==> run_1/placement.png <==
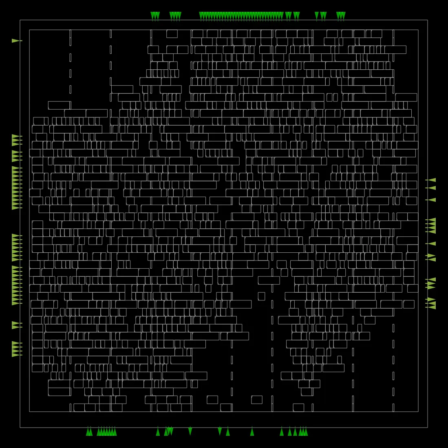
==> run_1/wires.png <==
Drawn at 3 px/um. Only two layers are drawn.
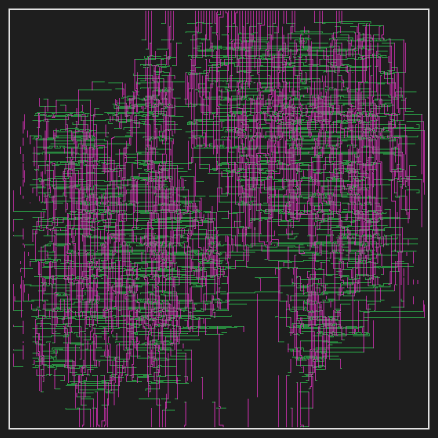
==> run_1/io_placement.png <==
Drawn at 3 px/um. Pins as bars across the die edge, other pins in grey.
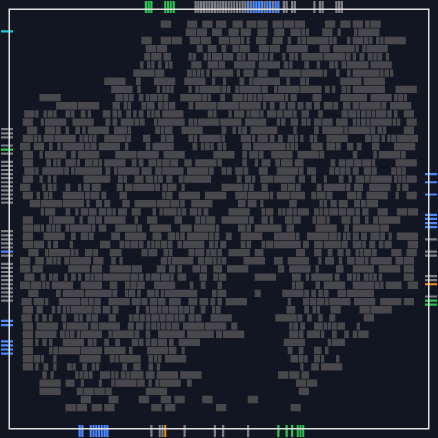
Design glitch_sequencer_flat, sky130hd; sources not shown.
==> impl_metrics.toml, run 1 <==
# implementation run metrics
[setup_path]
cp.arrival_ns = 3.34
critPathTopFamily = "AND-OR/OR-AND gates"
cpMostUsedCell = "o21ai_0"
slowest_stage = "clkdlybuf4s50_1"
cp-end-kind = "register"
cp.depth = 6
r2r_cells = 5
worstPathCellList = "clkdlybuf4s50_1 > or3b_2 > buf_4 > o21ai_0 > o21ai_0 > a32o_1"
reg2reg_slack_ns = 3.66
cp_num_buf_inv = 2
crit_path_start_kind = "primary input"
critPathKind = "in -> reg"
path_max_fanout = 47
critPathRequiredTime_ns = 6.92
critical_path.max_stage_delay_ns = 0.46

[power_and_ir_drop]
p_sw_mw = 0.6724
clock_power_mw = 1.03
power_mw = 2.472
p_leak_nw = 3.654
seqPwrFrac_pct = 44.3
internal_power_mw = 1.800
swShare_pct = 27.20
p_per_area_nw_per_um2 = 247.4
maxPowerGroup = "registers"
comb_power_share_pct = 14.1
power.share.clock_pct = 41.6
peakVddDrop_v = 0.0002206
comb_power_mw = 0.349
pg_seq_mw = 1.09

[route]
postRouteAntennaNets = 0
topRoutingLayerUsed = "met4"
drt_iter0_markers = 1020
drc = 0
wirelength_met1_um = 9993
wl_met3_um = 1547
dr.pass1.iters = 6
route.met2.wl_um = 12010
via_per_inst = 6.054

[synthesis]
topCombFamilyByArea = "AND-OR/OR-AND gates"
yosys.stat.chipArea_um2 = 8003
ys_sh_mux_pct = 0.3909
syn_area_per_cell_um2 = 7.629
syn_inst = 1049
yosysCellCount = 1049
common_cells = "nand2_1, dfxtp_1, a21oi_1, clkbuf_1, nor2_1"
ys_sh_xor_pct = 1.313
edf_count = 0
ff_type = "dfxtp_1"
top_area_share_pct = 41.03
yosys_warnings = 0
synth-simple-area-share_pct = 24.12
fp_nets = 1177
ys_ff = 164
ys_sh_adder_pct = 1.251
synth_seq_share_pct = 41.03
synth_cell_type_count = 66
largest_area_cell = "dfxtp_1"
top_cells_by_area = "dfxtp_1, nand2_1, a21oi_1"
compound_area_share_pct = 27.42
syn_area_um2 = 8003
top_cell = "nand2_1"

[grt]
grtUsageMet3_pct = 4.261
grtUsageMet1_pct = 30.36
grt.overflow.total = 0
grt_first_pass_wirelength_um = 38800
top_usage_layer = "met2"
grt_max_degree = 56
grt.met2_usage_pct = 41.12
grt_antenna_before_repair = 0
grt_pass1_vias = 7673

[hold_path]
worstHoldPathType = "reg -> reg"
min_path_cells = 1

[job]
cap_violations = 0
warnings = 30

[clock_tree]
numCtsBuffers = 17
holdBufCountCts = 0
clock-sinks = 164
cts.path.max_buffers = 2
insertion_delay_ns = 0.44
ctsResizeCount = 0
h-tree-depth = 4
cts_tree = "built"
cts_root_buf = "clkbuf_16"
clk_pin_slew_ns = 0.06

[place]
placed_area_um2 = 9390
globalplace.congestion = 0.9046
dpl_worst_slack_ns = 3.168
dpl.hpwl_um = 17070
place_inst = 1343

[sta]
finalCritPeriodShare_pct = 45.71
setup_viol = 0
final.min_clock_period_ns = 3.017
maxSlewViolCount = 0
skew_ns = 0.01282
hold_viol = 0
worst_slew_pin_slew_ns = 0.8966
fin_ws_ns = 3.583
rsz0062_at_grt = "false"
fmax_mhz = 331.5
fin_setup_tns_ns = 0
fin_hold_ws_ns = 0.4378
maxSlewHeadroom_pct = 40.00

[cells_and_area]
mostFrequentLayoutCells = "nand2_1, dfxtp_1, a21oi_1"
drive_gt1_share_pct = 5.744
logic_area_um2 = 4373
diodes = 0
top_area_cell_class = "multi-input combinational cells"
comb_cells = 795
comb-cell-share_pct = 43.76
buffer_area_share_pct = 13.73
area_growth_pct = 24.87
seq_area_share_pct = 32.85
fin_area_um2 = 9993
fin_nets = 1265
final.fill_count = 1583
clock_buffers = 17
clock_area_share_pct = 6.035
ff_latch_area_um2 = 3283
layout_top_cell = "nand2_1"
final_cells = 1374

[floorplanning]
ios = 128
die_area_um2 = 19420
fp_util_pct = 46.11

[status]
status = "finished clean"
-- placement.png (at the start) --
TAP cells: 225
Layout Utilization: 57.58%
flip-flops: 164
FP Rows: 48
Core Area: 17,360 um^2

-- wires.png (at the start) --
| colour | layer | wire length |
|---|---|---|
| magenta | metal 2 | 12,000 um |
| green | metal 1 | 9,990 um |
DRT Wirelength: 24,430 um
total number of vias: 8,318
gr usage total: 24.19%
routed length per instance: 17.78 um

-- io_placement.png (at the start) --
| colour | port | pins | direction | edge |
|---|---|---|---|---|
| green | bus_cfg_repeat | 16 | input | 7 top, 6 bottom, 2 right, 1 left |
| orange | bus_busy | 2 | output | 1 right, 1 bottom |
| blue | bus_cfg_gap | 32 | input | 9 top, 9 bottom, 7 right, 7 left |
| cyan | clk | 1 | input | left |
Die W: 139.4 um
die height: 139.4 um
port bufs: 127

==> run_1/layer_met2.png <==
Drawn at 3 px/um. Cells faint in the background.
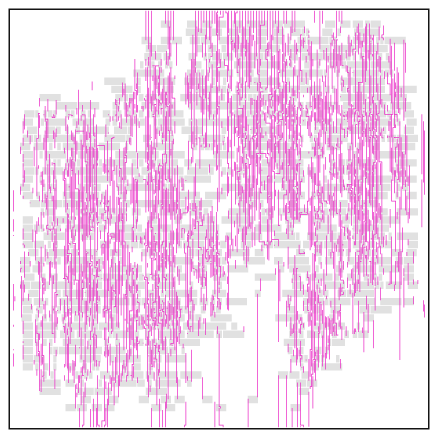

==> run 2: changes to the inputs <==
==> constraint.sdc (replaced) <==
create_clock -name clk -period 3.06 [get_ports clk]
set_input_delay 0.612 -clock clk [delete_from_list [all_inputs] [get_ports clk]]
set_output_delay 0.612 -clock clk [all_outputs]
set_load 0.03 [all_outputs]
==> run_2/layer_met2.png <==
Drawn at 3 px/um. Cells faint in the background.
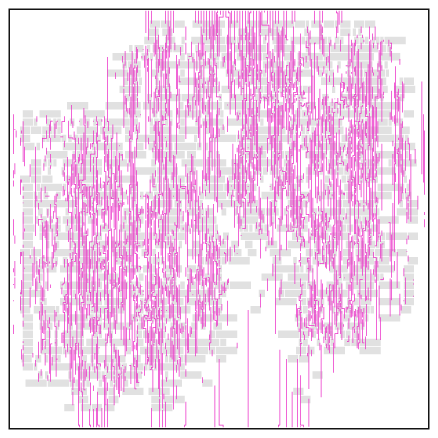
share of all routed wire: 49%
longest straight run: 39.8 um
DRT Wirelength: 24,330 um
grt met2 use: 41.68%
total number of vias: 8,354

==> run 2 against run 1 <==
  * Synthesized area is the same
  * Non-clock buffer count grew 17
  * Setup slack worse by 3.1 ns
  * Sequential cell count unchanged
  * Largest cell class unchanged
  * Largest power group is now the clock network
==> impl_metrics.toml, run 2 <==
# implementation run metrics
[status]
status = "finished clean"

[cells_and_area]
fin_area_um2 = 10160
fin_util_pct = 58.54
logic_area_um2 = 4373
diodes = 0
seq_area_share_pct = 32.31
seq_cells = 164
comb-cell-share_pct = 43.04
buffer_area_share_pct = 14.70
final.fill_count = 1574
clock_area_share_pct = 6.391
clock_buffers = 17
ff_latch_area_um2 = 3283
area_growth_pct = 26.97
layout_top_cell = "nand2_1"
top_area_cell_class = "multi-input combinational cells"
final_cells = 1391

[floorplanning]
core-area_um2 = 17360
die_area_um2 = 19420
fp-row-count = 48

[synthesis]
syn_area_per_cell_um2 = 7.629
ys_ff = 164
yosys_warnings = 0
ys_sh_xor_pct = 1.313
synth_cell_type_count = 66
ys_sh_mux_pct = 0.3909
syn_inst = 1049
topCombFamilyByArea = "AND-OR/OR-AND gates"
common_cells = "nand2_1, dfxtp_1, a21oi_1, clkbuf_1, nor2_1"
fp_nets = 1177
top_area_share_pct = 41.03
synth_seq_share_pct = 41.03
edf_count = 0
ff_type = "dfxtp_1"
largest_area_cell = "dfxtp_1"
ys_sh_adder_pct = 1.251
top_cells_by_area = "dfxtp_1, nand2_1, a21oi_1"
syn_area_um2 = 8003

[sta]
maxSlewHeadroom_pct = 47.84
fin_hold_ws_ns = 0.4350
fin_ws_ns = 0.5330
fmax_mhz = 395.7
skew_ns = 0.008095
final.min_clock_period_ns = 2.527
worst_slew_pin_slew_ns = 0.7788
finalCritPeriodShare_pct = 82.58
hold_viol = 0
setup_viol = 0

[setup_path]
reg2reg_slack_ns = 0.53
cp.arrival_ns = 2.83
critPathRequiredTime_ns = 3.37
worstPathCellList = "or4_1 > or4b_4 > nor2_2 > buf_4 > o21ai_0 > a2111oi_0"
cp-end-kind = "register"
slowest_stage = "or4b_4"
cp_num_buf_inv = 1
crit_path_start_kind = "register"
path_max_fanout = 12
critPathKind = "reg -> reg"

[power_and_ir_drop]
internal_power_mw = 4.059
swShare_pct = 26.24
comb_power_mw = 0.767
seqPwrFrac_pct = 42.9
maxPowerGroup = "the clock network"
power_mw = 5.503
power.share.clock_pct = 43.2
peakVddDrop_v = 0.0004548
p_per_area_nw_per_um2 = 541.6
pg_seq_mw = 2.36
clock_power_mw = 2.37
p_leak_nw = 3.769

[job]
warnings = 30

[grt]
grt.overflow.total = 0
grt_use_total_pct = 24.42
grtUsageMet3_pct = 4.330
grt_pass1_vias = 7698
grtUsageMet1_pct = 31.04
grt_first_pass_wirelength_um = 39030
grt_max_degree = 51

[place]
placed_area_um2 = 9512
globalplace.congestion = 0.9503
place_inst = 1360

[hold_path]
worstHoldPathType = "reg -> reg"
min_path_cells = 1

[clock_tree]
cts_root_buf = "clkbuf_16"
numCtsBuffers = 17
insertion_delay_ns = 0.43
holdBufCountCts = 0
cts_tree = "built"
cts.path.max_buffers = 2

[route]
dr.pass1.iters = 6
drc = 0
via_per_inst = 6.006
routedWlPerCell_um = 17.49
wl_met3_um = 1641
drt_iter0_markers = 990
Power and IR drop assume default switching activity.
